File: src/rtl/adder_arb_pkg.sv
// rtl/adder_arb_pkg.sv - shared constants, id type and pointer-wrap helper for the adder share arbiter
package adder_arb_pkg;

    localparam int ADDER_WIDTH = 64;
    localparam int PERF_CNT_W  = 32;
    localparam int MAX_ID_W    = 4;

    typedef logic [MAX_ID_W-1:0] adder_id_t;

    // Next requester index after idx, wrapping back to 0 at num.
    function automatic adder_id_t idx_wrap(input adder_id_t idx, input int num);
        adder_id_t nxt;
        if (int'(idx) >= num - 1) begin
            nxt = '0;
        end else begin
            nxt = adder_id_t'(int'(idx) + 1);
        end
        return nxt;
    endfunction

endpackage

File: src/rtl/adder_arb_rr.sv
// rtl/adder_arb_rr.sv - round-robin grant selection and pointer register for the shared adder
module adder_arb_rr #(
    parameter int NUM_REQ = 4,
    parameter int ID_W    = 2
) (
    input  logic               clk,
    input  logic               rst,
    input  logic [NUM_REQ-1:0] req,
    input  logic               accept_en,
    output logic [NUM_REQ-1:0] grant,
    output logic [ID_W-1:0]    grant_idx
);
    import adder_arb_pkg::*;

    logic [ID_W-1:0] ptr_q;
    logic [ID_W-1:0] ptr_d;
    logic [ID_W-1:0] cand_idx;
    logic            found;
    int              cand;

    always_comb begin
        grant     = '0;
        grant_idx = '0;
        found     = 1'b0;
        cand      = 0;
        cand_idx  = '0;
        ptr_d     = ptr_q;
        for (int k = 0; k < NUM_REQ; k++) begin
            cand     = (int'(ptr_q) + k) % NUM_REQ;
            cand_idx = ID_W'(cand);
            if (accept_en && !found && req[cand_idx]) begin
                found     = 1'b1;
                grant_idx = cand_idx;
            end
        end
        if (found) begin
            grant[grant_idx] = 1'b1;
            ptr_d            = ID_W'(idx_wrap(adder_id_t'(grant_idx), NUM_REQ));
        end
    end

    always_ff @(posedge clk) begin
        if (rst) begin
            ptr_q <= '0;
        end else begin
            ptr_q <= ptr_d;
        end
    end

endmodule

File: src/rtl/adder_sklansky_64u.sv
// rtl/adder_sklansky_64u.sv - 64-bit unsigned Sklansky parallel-prefix adder, purely combinational
module adder_sklansky_64u (
    input  logic [63:0] a,
    input  logic [63:0] b,
    input  logic        cin,
    output logic [63:0] sum,
    output logic        cout
);

    logic [63:0] prop;
    logic [63:0] gp;
    logic [63:0] pp;
    logic [63:0] carry;
    int          j;

    always_comb begin
        prop  = a ^ b;
        gp    = a & b;
        pp    = prop;
        j     = 0;
        // Level l merges each bit with the top of the preceding 2^l-aligned block;
        // that partner bit is never rewritten on the same level, so in-place update is safe.
        for (int l = 0; l < 6; l++) begin
            for (int i = 0; i < 64; i++) begin
                if (((i >> l) & 1) == 1) begin
                    j     = ((i >> l) << l) - 1;
                    gp[i] = gp[i] | (pp[i] & gp[j]);
                    pp[i] = pp[i] & pp[j];
                end
            end
        end
        carry = {gp[62:0] | (pp[62:0] & {63{cin}}), cin};
        sum   = prop ^ carry;
        cout  = gp[63] | (pp[63] & cin);
    end

endmodule

File: src/rtl/adder_share_arbiter.sv
// rtl/adder_share_arbiter.sv - round-robin sharing of one 64-bit prefix adder behind a two-stage pipeline
// Optional per-requester grant and stall counters are built when ADDER_ARB_PERF_EN is defined.
module adder_share_arbiter
    import adder_arb_pkg::*;
#(
    parameter int NUM_REQ = 4,
    parameter int WIDTH   = ADDER_WIDTH,
    parameter int ID_W    = $clog2(NUM_REQ)
) (
    input  logic                     clk,
    input  logic                     rst,
    input  logic [NUM_REQ-1:0]       req_valid,
    output logic [NUM_REQ-1:0]       req_ready,
    input  logic [NUM_REQ*WIDTH-1:0] req_a,
    input  logic [NUM_REQ*WIDTH-1:0] req_b,
    output logic                     rsp_valid,
    input  logic                     rsp_ready,
    output logic [ID_W-1:0]          rsp_id,
    output logic [WIDTH-1:0]         rsp_sum,
    output logic                     rsp_cout
`ifdef ADDER_ARB_PERF_EN
    ,
    output logic [NUM_REQ*PERF_CNT_W-1:0] perf_grant_cnt,
    output logic [PERF_CNT_W-1:0]         perf_stall_cnt
`endif
);

    logic               s1_valid_q, s1_valid_d;
    logic [ID_W-1:0]    s1_id_q, s1_id_d;
    logic [WIDTH-1:0]   s1_a_q, s1_a_d;
    logic [WIDTH-1:0]   s1_b_q, s1_b_d;

    logic               s2_valid_q, s2_valid_d;
    logic [ID_W-1:0]    s2_id_q, s2_id_d;
    logic [WIDTH-1:0]   s2_sum_q, s2_sum_d;
    logic               s2_cout_q, s2_cout_d;

    logic               s2_free;
    logic               s1_adv;
    logic               accept_en;
    logic               hs;
    logic [NUM_REQ-1:0] grant;
    logic [ID_W-1:0]    grant_idx;
    logic [WIDTH-1:0]   add_sum;
    logic               add_cout;

    assign s2_free   = !s2_valid_q || rsp_ready;
    assign s1_adv    = s1_valid_q && s2_free;
    // Gating with rst keeps req_ready low for the whole reset cycle.
    assign accept_en = (!s1_valid_q || s2_free) && !rst;
    assign hs        = |(req_valid & grant);
    assign req_ready = grant;

    adder_arb_rr #(
        .NUM_REQ (NUM_REQ),
        .ID_W    (ID_W)
    ) u_rr (
        .clk       (clk),
        .rst       (rst),
        .req       (req_valid),
        .accept_en (accept_en),
        .grant     (grant),
        .grant_idx (grant_idx)
    );

    adder_sklansky_64u u_adder (
        .a    (s1_a_q),
        .b    (s1_b_q),
        .cin  (1'b0),
        .sum  (add_sum),
        .cout (add_cout)
    );

    always_comb begin
        s1_valid_d = s1_valid_q;
        s1_id_d    = s1_id_q;
        s1_a_d     = s1_a_q;
        s1_b_d     = s1_b_q;
        if (hs) begin
            s1_valid_d = 1'b1;
            s1_id_d    = grant_idx;
            s1_a_d     = req_a[grant_idx*WIDTH +: WIDTH];
            s1_b_d     = req_b[grant_idx*WIDTH +: WIDTH];
        end else if (s1_adv) begin
            s1_valid_d = 1'b0;
        end
    end

    always_comb begin
        s2_valid_d = s2_valid_q;
        s2_id_d    = s2_id_q;
        s2_sum_d   = s2_sum_q;
        s2_cout_d  = s2_cout_q;
        if (s1_adv) begin
            s2_valid_d = 1'b1;
            s2_id_d    = s1_id_q;
            s2_sum_d   = add_sum;
            s2_cout_d  = add_cout;
        end else if (rsp_ready) begin
            s2_valid_d = 1'b0;
        end
    end

    always_ff @(posedge clk) begin
        if (rst) begin
            s1_valid_q <= 1'b0;
            s1_id_q    <= '0;
            s1_a_q     <= '0;
            s1_b_q     <= '0;
            s2_valid_q <= 1'b0;
            s2_id_q    <= '0;
            s2_sum_q   <= '0;
            s2_cout_q  <= 1'b0;
        end else begin
            s1_valid_q <= s1_valid_d;
            s1_id_q    <= s1_id_d;
            s1_a_q     <= s1_a_d;
            s1_b_q     <= s1_b_d;
            s2_valid_q <= s2_valid_d;
            s2_id_q    <= s2_id_d;
            s2_sum_q   <= s2_sum_d;
            s2_cout_q  <= s2_cout_d;
        end
    end

    assign rsp_valid = s2_valid_q;
    assign rsp_id    = s2_id_q;
    assign rsp_sum   = s2_sum_q;
    assign rsp_cout  = s2_cout_q;

`ifdef ADDER_ARB_PERF_EN
    logic [NUM_REQ*PERF_CNT_W-1:0] perf_grant_q, perf_grant_d;
    logic [PERF_CNT_W-1:0]         perf_stall_q, perf_stall_d;

    always_comb begin
        perf_grant_d = perf_grant_q;
        perf_stall_d = perf_stall_q;
        for (int i = 0; i < NUM_REQ; i++) begin
            if (hs && grant[i]) begin
                perf_grant_d[i*PERF_CNT_W +: PERF_CNT_W] =
                    perf_grant_q[i*PERF_CNT_W +: PERF_CNT_W] + 1'b1;
            end
        end
        if (s2_valid_q && !rsp_ready) begin
            perf_stall_d = perf_stall_q + 1'b1;
        end
    end

    always_ff @(posedge clk) begin
        if (rst) begin
            perf_grant_q <= '0;
            perf_stall_q <= '0;
        end else begin
            perf_grant_q <= perf_grant_d;
            perf_stall_q <= perf_stall_d;
        end
    end

    assign perf_grant_cnt = perf_grant_q;
    assign perf_stall_cnt = perf_stall_q;
`endif

endmodule

File: config.mk
export PLATFORM = sky130hd
export DESIGN_NAME = adder_share_arbiter
export DESIGN_NICKNAME = d
export VERILOG_FILES = /design/src/rtl/adder_arb_pkg.sv /design/src/rtl/adder_arb_rr.sv /design/src/rtl/adder_sklansky_64u.sv /design/src/rtl/adder_share_arbiter.sv
export SDC_FILE = /design/constraint.sdc
export NUM_CORES = 1
export LEC_CHECK = 0
export CELL_PAD_IN_SITES_DETAIL_PLACEMENT = 1
export CELL_PAD_IN_SITES_GLOBAL_PLACEMENT = 1
export CORE_AREA = 2 2 230 232
export DETAILED_ROUTE_END_ITERATION = 8
export DIE_AREA = 0 0 232 234
export HOLD_SLACK_MARGIN = 0.1
export PLACE_DENSITY = 0.76
export SLEW_MARGIN = 25
export SYNTH_ARGS = -nofsm -noshare
export SYNTH_HDL_FRONTEND = slang
export SYNTH_SLANG_ARGS = --single-unit
File: constraint.sdc
create_clock -name clk -period 4.4 [get_ports clk]
set_clock_uncertainty 0.15 [all_clocks]
set_input_delay 0.66 -clock clk [delete_from_list [all_inputs] [get_ports clk]]
set_output_delay 0.66 -clock clk [all_outputs]
set_load 0.02 [all_outputs]
### Signal metal coverage by tile, run 1

Scale bar: 50 µm. The die is cut into 23 by 23 equal tiles; black is low, pale yellow is high, scaled to the fullest tile. Values are wire area over tile area, all layers added.
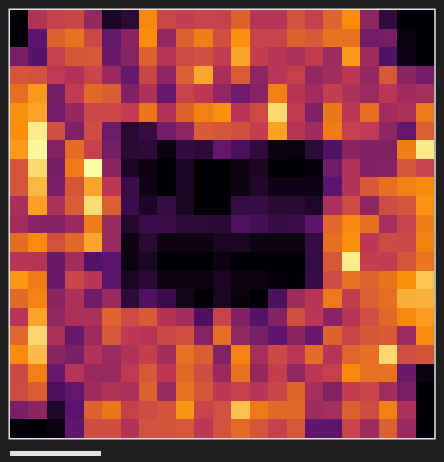
nearly empty tiles	6.4%
mean over tiles	0.16
fullest tile	0.38
tiles over half the peak	45%
average detailed-routed wire length per instance: 17.3 µm
aggregate routed wire length: 55.7 mm
total vias in the final route: 15700

### Met1 routing, run 1

Scale bar: 50 µm.
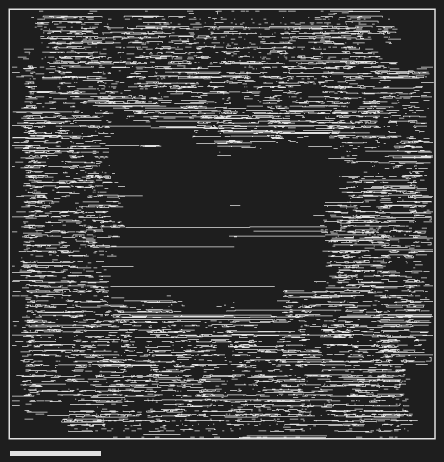
main direction	horizontal
wire length on this layer	22.6 mm
nets with wire on the layer	2785
met1 Usage GRT: 22.2%

### Routing congestion, run 1

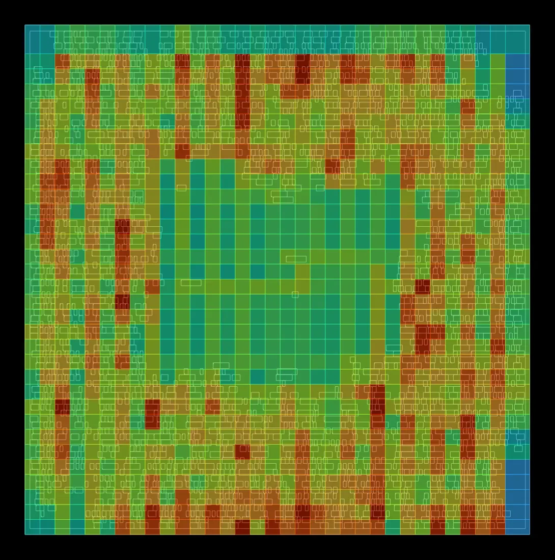
final core utilization: 39.4%
met2 GRT Util: 36.2%
total track usage: 19.4%
met3 Track Usage GR: 4.02%
Most Crowded Layer GR: met2

==> run 1: per-layer routing <==
| layer | up-vias | global-route usage, % | share of wire [%] |
|---|---|---|---|
| met4 | 0 | 5.49 | 2.7 |
| met2 | 376 | 36.2 | 51 |
| met3 | 83 | 4.02 | 6.1 |
| met1 | 7343 | 22.2 | 41 |
| met5 | - | 0 | 0 |
| li1 | 7867 | - | - |
==> run 1: worst paths after layout <==
path / to / slack [ns]
setup / recovery: req_ready[1] / 0.38
hold / removal: rsp_sum[14] / 0.30
setup reg to reg: rsp_cout / 0.81
hold reg to reg: rsp_sum[14] / 0.30
==> run 1: power groups by stage <==
stage	clock, µW	combinational (µW)	sequential (µW)
finish	2080	2520	2260
global placement	0	2470	2280
CTS	2160	2550	2260
detailed placement	0	2540	2300
global route	2230	2810	2300
floorplan	0	1300	2370
==> impl_metrics.csv, run 1 <==
group,metric,value,unit
run_status,status,"completed",
synth,synth_top_cell_by_area,"sky130_fd_sc_hd__dfxtp_1",
clocking,cts_root_buffer,"sky130_fd_sc_hd__clkbuf_16",
synth,yosys_area,13200,µm²
synth,adder_share,6.89,%
placed_design,detailedPlace.worstSlack,0.359,ns
synth,netlist_logic_family_top,"simple AND/OR/NAND/NOR gates",
worst_setup_path,path_common_cell,"sky130_fd_sc_hd__clkdlybuf4s50_1",
clocking,clkTransAtPathRegs,0.06,ns
synth,top_area_contributor_share,30.5,%
worst_setup_path,crit_path_max_fanout,5,
global_routing,largest_net_degree_at_the_start_of_global_routing,139,
global_routing,grt_antenna_before_repair,1,
final_timing,finalSetupViolations,0,
floorplanning,fp.dieArea,54300,µm²
power_and_ir_drop,power_switching_share,34.0,%
floorplanning,fp.dieW,232,µm
clocking,worst_skew_pair.late_latency,0.54,ns
clocking,cts.repair_timing.setup_buffer_count,0,
final_timing,final_critical_path_setup_slack,0.383,ns
placed_design,gp_routability_congestion,0.849,
final_layout,multiInputCombCellCount,1659,
final_layout,inverters,18,
final_layout,final_common_cell,"sky130_fd_sc_hd__clkdlybuf4s50_1",
floorplanning,rows,84,
final_timing,grt_setup_unrepaired,"false",
synth,synthMuxAreaShare,0.152,%
final_timing,period_used_share,91.3,%
power_and_ir_drop,power.density,335,nW/µm²
placed_design,placed_instance_count,3179,
synth,synth_xor_xnor_area_share,2.72,%
final_layout,synthToLayoutAreaGrowth,55.6,%
worst_hold_path,worst_hold_startpoint,"rsp_sum[14]",
worst_setup_path,critPathLaunchType,"input pin",
worst_setup_path,reg2reg_from,"s1_a_q[0]",
global_routing,leftover_overflow_at_the_end_of_global_routing,0,
### Cell density map, run 1

Scale bar: 50 µm. The die is cut into 23 by 23 equal tiles; black is low, pale yellow is high, 0 to 100% covered.
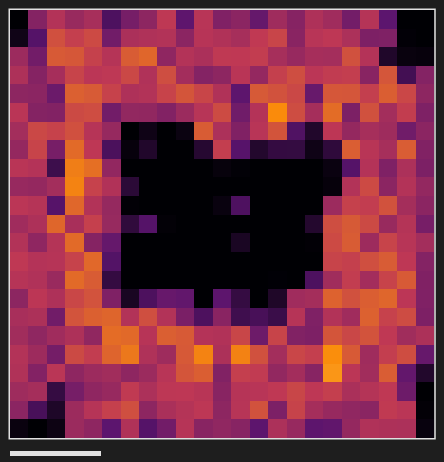

==> inputs of run 2 (changes only) <==
Settings changed: CORE_AREA 2 2 230 232 to 2 2 232 234, DIE_AREA 0 0 232 234 to 0 0 234 236, DONT_BUFFER_PORTS from default to 1, PLACE_DENSITY 0.76 to 0.54.
### Cell density map, run 2

Scale bar: 50 µm. The die is cut into 23 by 24 equal tiles; black is low, pale yellow is high, 0 to 100% covered.
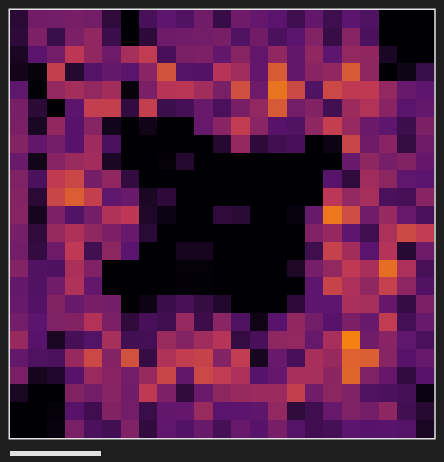
emptiest ninth of the die	centre
mean over tiles	25%
fullest tile	72%
nearly empty tiles	19%
final core utilization: 27.6%
fp_density: 24.8%
CORE AREA: 53100 µm²

==> impl_metrics.csv, run 2 <==
group,metric,value,unit
synth,synth.cellmix.compoundShare,19.4,%
clocking,worst_skew_pair.late_latency,0.55,ns
synth,synth_top_cell_by_area,"sky130_fd_sc_hd__dfxtp_1",
worst_setup_path,r2r_slack,0.61,ns
global_routing,grt.total_usage,17.1,%
global_routing,largest_net_degree_at_the_start_of_global_routing,150,
detailed_routing,wl_met1,21.1,mm
worst_setup_path,crit_path_max_fanout,129,
synth,ys_dominant_reg_cell,"sky130_fd_sc_hd__dfxtp_1",
synth,adder_share,6.89,%
worst_setup_path,timing_worst_setup_path_type,"reg2out",
worst_setup_path,critPathLaunchType,"flip-flop",
synth,post_synth_main_area_contributors,"sky130_fd_sc_hd__dfxtp_1, sky130_fd_sc_hd__nor2_1, sky130_fd_sc_hd__o21ai_0",
power_and_ir_drop,power.density,423,nW/µm²
final_timing,grt_setup_unrepaired,"false",
global_routing,globalRouteMet1Util,20.5,%
synth,synthMuxAreaShare,0.152,%
global_routing,grtUsageMet2,30.7,%
floorplanning,fp.dieW,234,µm
synth,yosys_area,13200,µm²
synth,synth_xor_xnor_area_share,2.72,%
synth,top_area_contributor_share,30.5,%
final_layout,synthToLayoutAreaGrowth,11.0,%
placed_design,placed_instance_count,2591,
worst_setup_path,worst-endpoint-arrival,3.18,ns
clocking,clkTransAtPathRegs,0.06,ns
detailed_routing,detailroute.via_count,13300,
placed_design,detailedPlace.worstSlack,0.507,ns
clocking,cts_hold_buf,1,
global_routing,grt_antenna_before_repair,1,
final_timing,period_used_share,90.8,%
global_routing,met3_usage,4.17,%
detailed_routing,met2RoutedLength,24.3,mm
final_timing,finalSetupViolations,0,
detailed_routing,detailroute.wirelength.met3,3.29,mm
final_layout,final_common_cell,"sky130_fd_sc_hd__nor2_1",
placed_design,gp_routability_congestion,0.801,
detailed_routing,average_detailed_routed_wire_length_per_instance,18.8,µm
detailed_routing,top_signal_layer_used,"met4",
floorplanning,fp.dieArea,55200,µm²
detailed_routing,wl,49.6,mm
run_status,status,"completed",
### Signal metal coverage by tile, run 2

Scale bar: 50 µm. The die is cut into 23 by 24 equal tiles; black is low, pale yellow is high, scaled to the fullest tile. Values are wire area over tile area, all layers added.
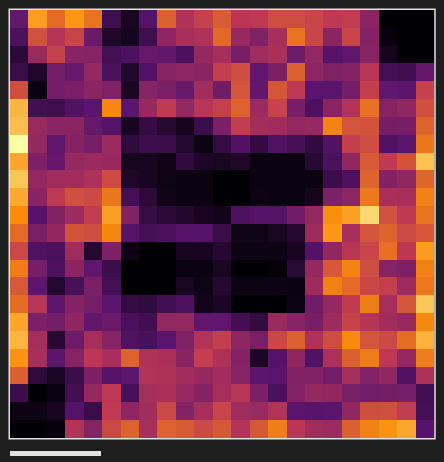
tiles over half the peak	25%
nearly empty tiles	5.3%
emptiest ninth of the die	centre
fullest tile	0.41
mean over tiles	0.14

-- run 2: path summary, 6_finish.rpt --
| kind | start | endpoint | cells past startpoint |
|---|---|---|---|
| setup / recovery | rsp_valid | req_ready[3] | 6 |
| hold / removal | req_valid[3] | s1_valid_q | 2 |
| setup reg to reg | s1_a_q[0] | rsp_cout | 12 |
| hold reg to reg | s1_id_q[0] | rsp_id[0] | 2 |
-- run 2: area by class of cell --
cell class                 count  area [µm²]
fill                        6643       38400
multi-input combinational   1659        8580
sequential                   201        4020
tap                          696         871
clock buffer                  41         788
timing repair buffer          18         273
inverter                      18        70.1
clock inverter                 3        15.0
antenna                        1        2.50
-- run 2: power by group --
group | internal (µW) | total, µW | switching [µW]
clock network | 1210 | 2050 | 835
logic | 651 | 1700 | 1050
registers | 2090 | 2440 | 348
total | 3960 | 6190 | 2230
Power is estimated from default activity; no workload was simulated.
